Fig. 1: cell classes on the final placement
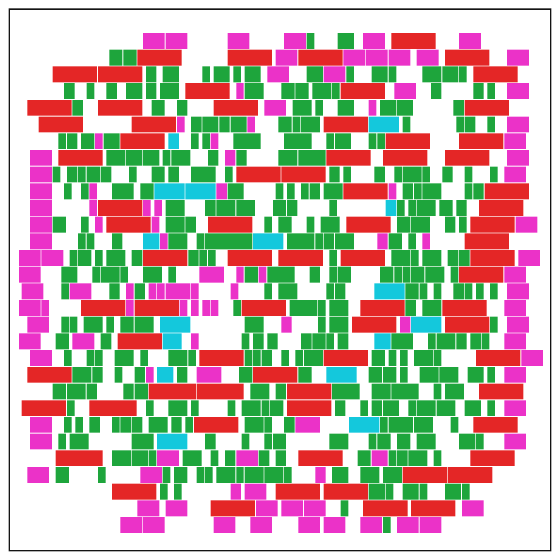
Fig. 2: where the registers sit
Scale bar: 20 um. Other sequential cells in the stronger grey, the rest of the logic in the fainter grey.
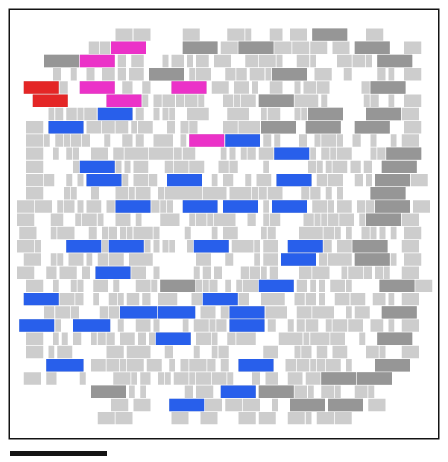
Fig. 3: routing congestion map
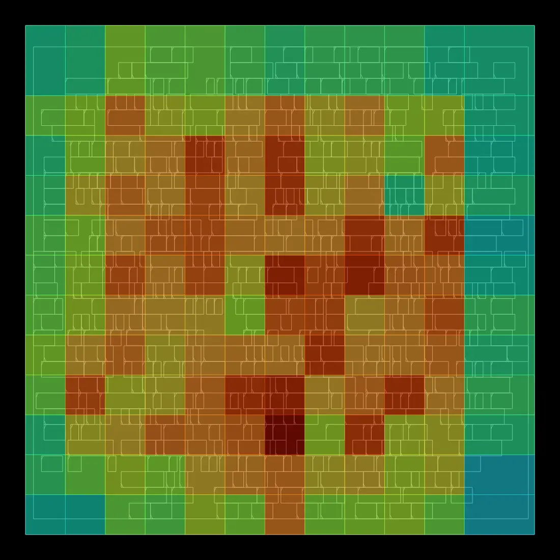
**src/rtl/svfloat_norm_round.sv**
```systemverilog
// svfloat_norm_round: multi-cycle normalize-and-round stage for int-to-float.
// A sign/magnitude pair is normalized one bit per cycle and then rounded
// to nearest-even into a packed float with sign/exponent/mantissa fields.

package svfloat;
  typedef struct packed {
    logic        sign;
    logic [7:0]  exponent;
    logic [22:0] mantissa;
  } float32;
endpackage

// Elaboration-time parameter checks: every nonzero result must be normal.
module svfloat_norm_round_chk #(
  parameter int bias  = 127,
  parameter int width = 32,
  parameter int frac  = 0
) ();
  if (width < 2) begin : g_bad_width
    $error("svfloat_norm_round: width must be at least 2");
  end
  if (!((width - 1 - frac) < bias) || !(frac < bias)) begin : g_bad_range
    $error("svfloat_norm_round: magnitude range exceeds float exponent range");
  end
endmodule

module svfloat_norm_round #(
  parameter type float = svfloat::float32,
  parameter int  width = 32,
  parameter int  frac  = 0
) (
  input  logic             clk,
  input  logic             rst,
  input  logic             in_valid,
  output logic             in_ready,
  input  logic             in_sign,
  input  logic [width-1:0] in_mag,
  output logic             out_valid,
  input  logic             out_ready,
  output float             out,
  output logic             out_inexact
);

  localparam int E    = $bits(out.exponent);
  localparam int M    = $bits(out.mantissa);
  localparam int BIAS = (1 << (E - 1)) - 1;
  localparam int W1   = width - 1;
  localparam int CW   = $clog2(width) + 1;
  localparam int EW   = (CW + 1 > E + 1) ? (CW + 1) : (E + 1);
  localparam int XW   = W1 + M + 2;

  svfloat_norm_round_chk #(.bias(BIAS), .width(width), .frac(frac)) u_chk ();

  typedef enum logic [1:0] {
    IDLE  = 2'd0,
    SHIFT = 2'd1,
    ROUND = 2'd2,
    DONE  = 2'd3
  } state_e;

  state_e           state_q, state_d;
  logic             sign_q, sign_d;
  logic [width-1:0] mag_q, mag_d;
  logic [CW-1:0]    cnt_q, cnt_d;
  float             out_q, out_d;
  logic             inexact_q, inexact_d;

  // Rounding datapath; the magnitude below the hidden bit is padded with
  // M+2 zeros so guard/sticky naturally read 0 when the fraction fits.
  logic [XW-1:0]      ext_s;
  logic [M-1:0]       mant_s;
  logic               guard_s;
  logic               sticky_s;
  logic               inc_s;
  logic [M:0]         mant_sum_s;
  logic               carry_s;
  logic signed [EW-1:0] exp_s;
  logic               unused_exp_s;

  // Mantissa extraction, round-to-nearest-even and exponent from shift count.
  always_comb begin
    ext_s      = {mag_q[W1-1:0], {(M + 2){1'b0}}};
    mant_s     = ext_s[XW-1 -: M];
    guard_s    = ext_s[W1+1];
    sticky_s   = |ext_s[W1:0];
    inc_s      = guard_s & (sticky_s | mant_s[0]);
    mant_sum_s = {1'b0, mant_s} + {{M{1'b0}}, inc_s};
    carry_s    = mant_sum_s[M];
    exp_s      = $signed(EW'(BIAS + W1 - frac)) - $signed(EW'(cnt_q))
               + $signed(EW'(carry_s));
  end

  assign unused_exp_s = ^exp_s[EW-1:E];

  // Next-state and datapath register updates for the four-state sequencer.
  always_comb begin
    state_d   = state_q;
    sign_d    = sign_q;
    mag_d     = mag_q;
    cnt_d     = cnt_q;
    out_d     = out_q;
    inexact_d = inexact_q;
    case (state_q)
      IDLE: begin
        if (in_valid) begin
          sign_d  = in_sign & (in_mag != {width{1'b0}});
          mag_d   = in_mag;
          cnt_d   = {CW{1'b0}};
          state_d = SHIFT;
        end else begin
          state_d = IDLE;
        end
      end
      SHIFT: begin
        if (mag_q[width-1] || (mag_q == {width{1'b0}})) begin
          state_d = ROUND;
        end else begin
          mag_d   = {mag_q[width-2:0], 1'b0};
          cnt_d   = cnt_q + {{(CW - 1){1'b0}}, 1'b1};
          state_d = SHIFT;
        end
      end
      ROUND: begin
        if (mag_q == {width{1'b0}}) begin
          out_d     = '0;
          inexact_d = 1'b0;
        end else begin
          out_d          = '0;
          out_d.sign     = sign_q;
          out_d.exponent = exp_s[E-1:0];
          out_d.mantissa = mant_sum_s[M-1:0];
          inexact_d      = guard_s | sticky_s;
        end
        state_d = DONE;
      end
      DONE: begin
        if (out_ready) begin
          state_d = IDLE;
        end else begin
          state_d = DONE;
        end
      end
      default: begin
        state_d = IDLE;
      end
    endcase
  end

  // State and datapath registers with synchronous reset aborting any transaction.
  always_ff @(posedge clk) begin
    if (rst) begin
      state_q   <= IDLE;
      sign_q    <= 1'b0;
      mag_q     <= {width{1'b0}};
      cnt_q     <= {CW{1'b0}};
      out_q     <= '0;
      inexact_q <= 1'b0;
    end else begin
      state_q   <= state_d;
      sign_q    <= sign_d;
      mag_q     <= mag_d;
      cnt_q     <= cnt_d;
      out_q     <= out_d;
      inexact_q <= inexact_d;
    end
  end

  assign in_ready    = (state_q == IDLE) & ~rst;
  assign out_valid   = (state_q == DONE);
  assign out         = out_q;
  assign out_inexact = inexact_q;

endmodule
```
**config.mk**
```make
export PLATFORM = sky130hd
export DESIGN_NAME = svfloat_norm_round
export DESIGN_NICKNAME = d
export VERILOG_FILES = /design/src/rtl/svfloat_norm_round.sv
export SDC_FILE = /design/constraint.sdc
export NUM_CORES = 1
export LEC_CHECK = 0
export CORE_MARGIN = 1
export CORE_UTILIZATION = 50
export DETAILED_ROUTE_END_ITERATION = 8
export GPL_TIMING_DRIVEN = 0
export PLACE_DENSITY = 0.77
export SLEW_MARGIN = 20
export SYNTH_ARGS = -nofsm -noshare
export SYNTH_HDL_FRONTEND = slang
export SYNTH_HIERARCHICAL = 1
export SYNTH_SLANG_ARGS = --single-unit
```
**constraint.sdc**
```tcl
create_clock -name clk -period 2.58 [get_ports clk]
set_input_delay 0.258 -clock clk [delete_from_list [all_inputs] [get_ports clk]]
set_output_delay 0.258 -clock clk [all_outputs]
set_load 0.005 [all_outputs]
```
==> results_dict.tcl <==
# collected from the flow reports
set metrics [dict create \
    status "finished, final reports clean" \
    syn2layout_area_growth_pct 27.4 \
    final_core_util_pct 67.5 \
    yosysWarnings 6 \
    grt_max_degree 14 \
    r2r_start "mag_q[11]$_SDFFE_PP0P_" \
    path_depth 9 \
    crit_chain "nand2_1, or4_4, nor3_2, nand3_1, ha_1, and3_1, a31oi_1, a22oi_1, nor2_1" \
    fp-utilization_pct 53.0 \
    syn_area_um2 3700 \
    synth_cell_types 41 \
    min_from "out[22]$_SDFFE_PP0N_" \
    ys_cells 463 \
    dr.pass1.iters 4 \
    holdPathStages 2 \
    crit_buf_inv 0 \
    rows 30 \
    crit_fanout 8 \
    antenna_found_initial 0 \
    track_usage_pct 28.5 \
    async_flop_share_pct 0 \
    gr-total-overflow 0 \
    slowest_stage "or4_4" \
    p_seq_share_pct 47.3 \
    grt_pass1_vias 3524 \
    fin_tns_setup_ns 0 \
    worst_slack_ns 0.170 \
    dpl-instance-area_um2 4520 \
    layout_top_cells "nand2_1 (96), dfxtp_1 (70), clkdlybuf4s50_1 (70)" \
    max_stage_delay_ns 0.53 \
    place_inst 629 \
    clk_latency_ns 0.35 \
]
About Fig. 1:
- cyan: clock drivers and dummy loads (cells 16)
- red: flip-flops (cells 74)
- green: all other logic (cells 346)
- magenta: other buffers and delay cells (cells 112)

About Fig. 2:
- magenta: `cnt_q` (sequential cells 6; where upper left)
- red: `state_q` (sequential cells 2)
- blue: `mag_q` (sequential cells 32)

About Fig. 3:
busiest grt layer: met2
met2 GRT Util: 46.0%

-- sequential cells by signal (all words and copies together), names as in the netlist --
name and cells:
mag_q 32, out 32, cnt_q 6, state_q 2, out_inexact 1, sign_q 1
-- synth_stat cells, types with 2 or more instances --
library cell	count	area share (%)
a211oi_1	8	1.6
a21oi_1	12	1.6
a22oi_1	10	2.0
a311oi_1	34	8.0
and2_1	3	0.51
and3_1	3	0.51
buf_2	7	0.95
buf_6	4	1.2
clkbuf_1	32	3.2
dfxtp_1	74	40
ha_1	4	1.4
inv_1	4	0.41
mux2i_1	2	0.54
nand2_1	96	9.7
nand2b_1	3	0.51
nand3_1	8	1.1
nand3b_1	2	0.41
nand4_1	9	1.5
nand4_2	2	0.68
nor2_1	34	3.4
nor2b_1	2	0.34
nor3_1	35	4.7
nor4_1	15	2.5
nor4_2	2	0.68
o211ai_1	3	0.61
o21ai_0	12	1.6
o31a_1	2	0.47
o31ai_1	2	0.41
or3_1	3	0.51
or4_1	3	0.61
xnor2_1	11	2.6
xor2_1	13	3.1
-- layout make-up --
type	instances	area (um^2)	area share, %
repair buffers	71	708	15.0
well taps	96	120	2.55
multi-input cells	342	2010	42.7
plain buffers	41	193	4.09
flip-flops and latches	74	1490	31.5
clock inverters	6	41.3	0.876
inverters	4	15.0	0.319
clock buffers	10	138	2.92
-- power by group through the flow --
stage               combinational (mW)  clock, mW  sequential [mW]
finish                           0.705      0.837             1.38
global route                     0.774      0.891             1.40
CTS                              0.697      0.840             1.37
detailed placement               0.708          0             1.39
global placement                 0.693          0             1.38
floorplan                        0.486          0             1.35
-- cell families after synthesis --
kind of cell / synth area share, %
AOI/OAI and AO/OA: 18.0
xor gates and xnor gates: 5.68
adders and majority gates: 1.35
buffers and inverters: 5.82
DFF: 40.0
muxes: 0.541
and+or+nand+nor: 28.6
Power and IR drop assume default switching activity.
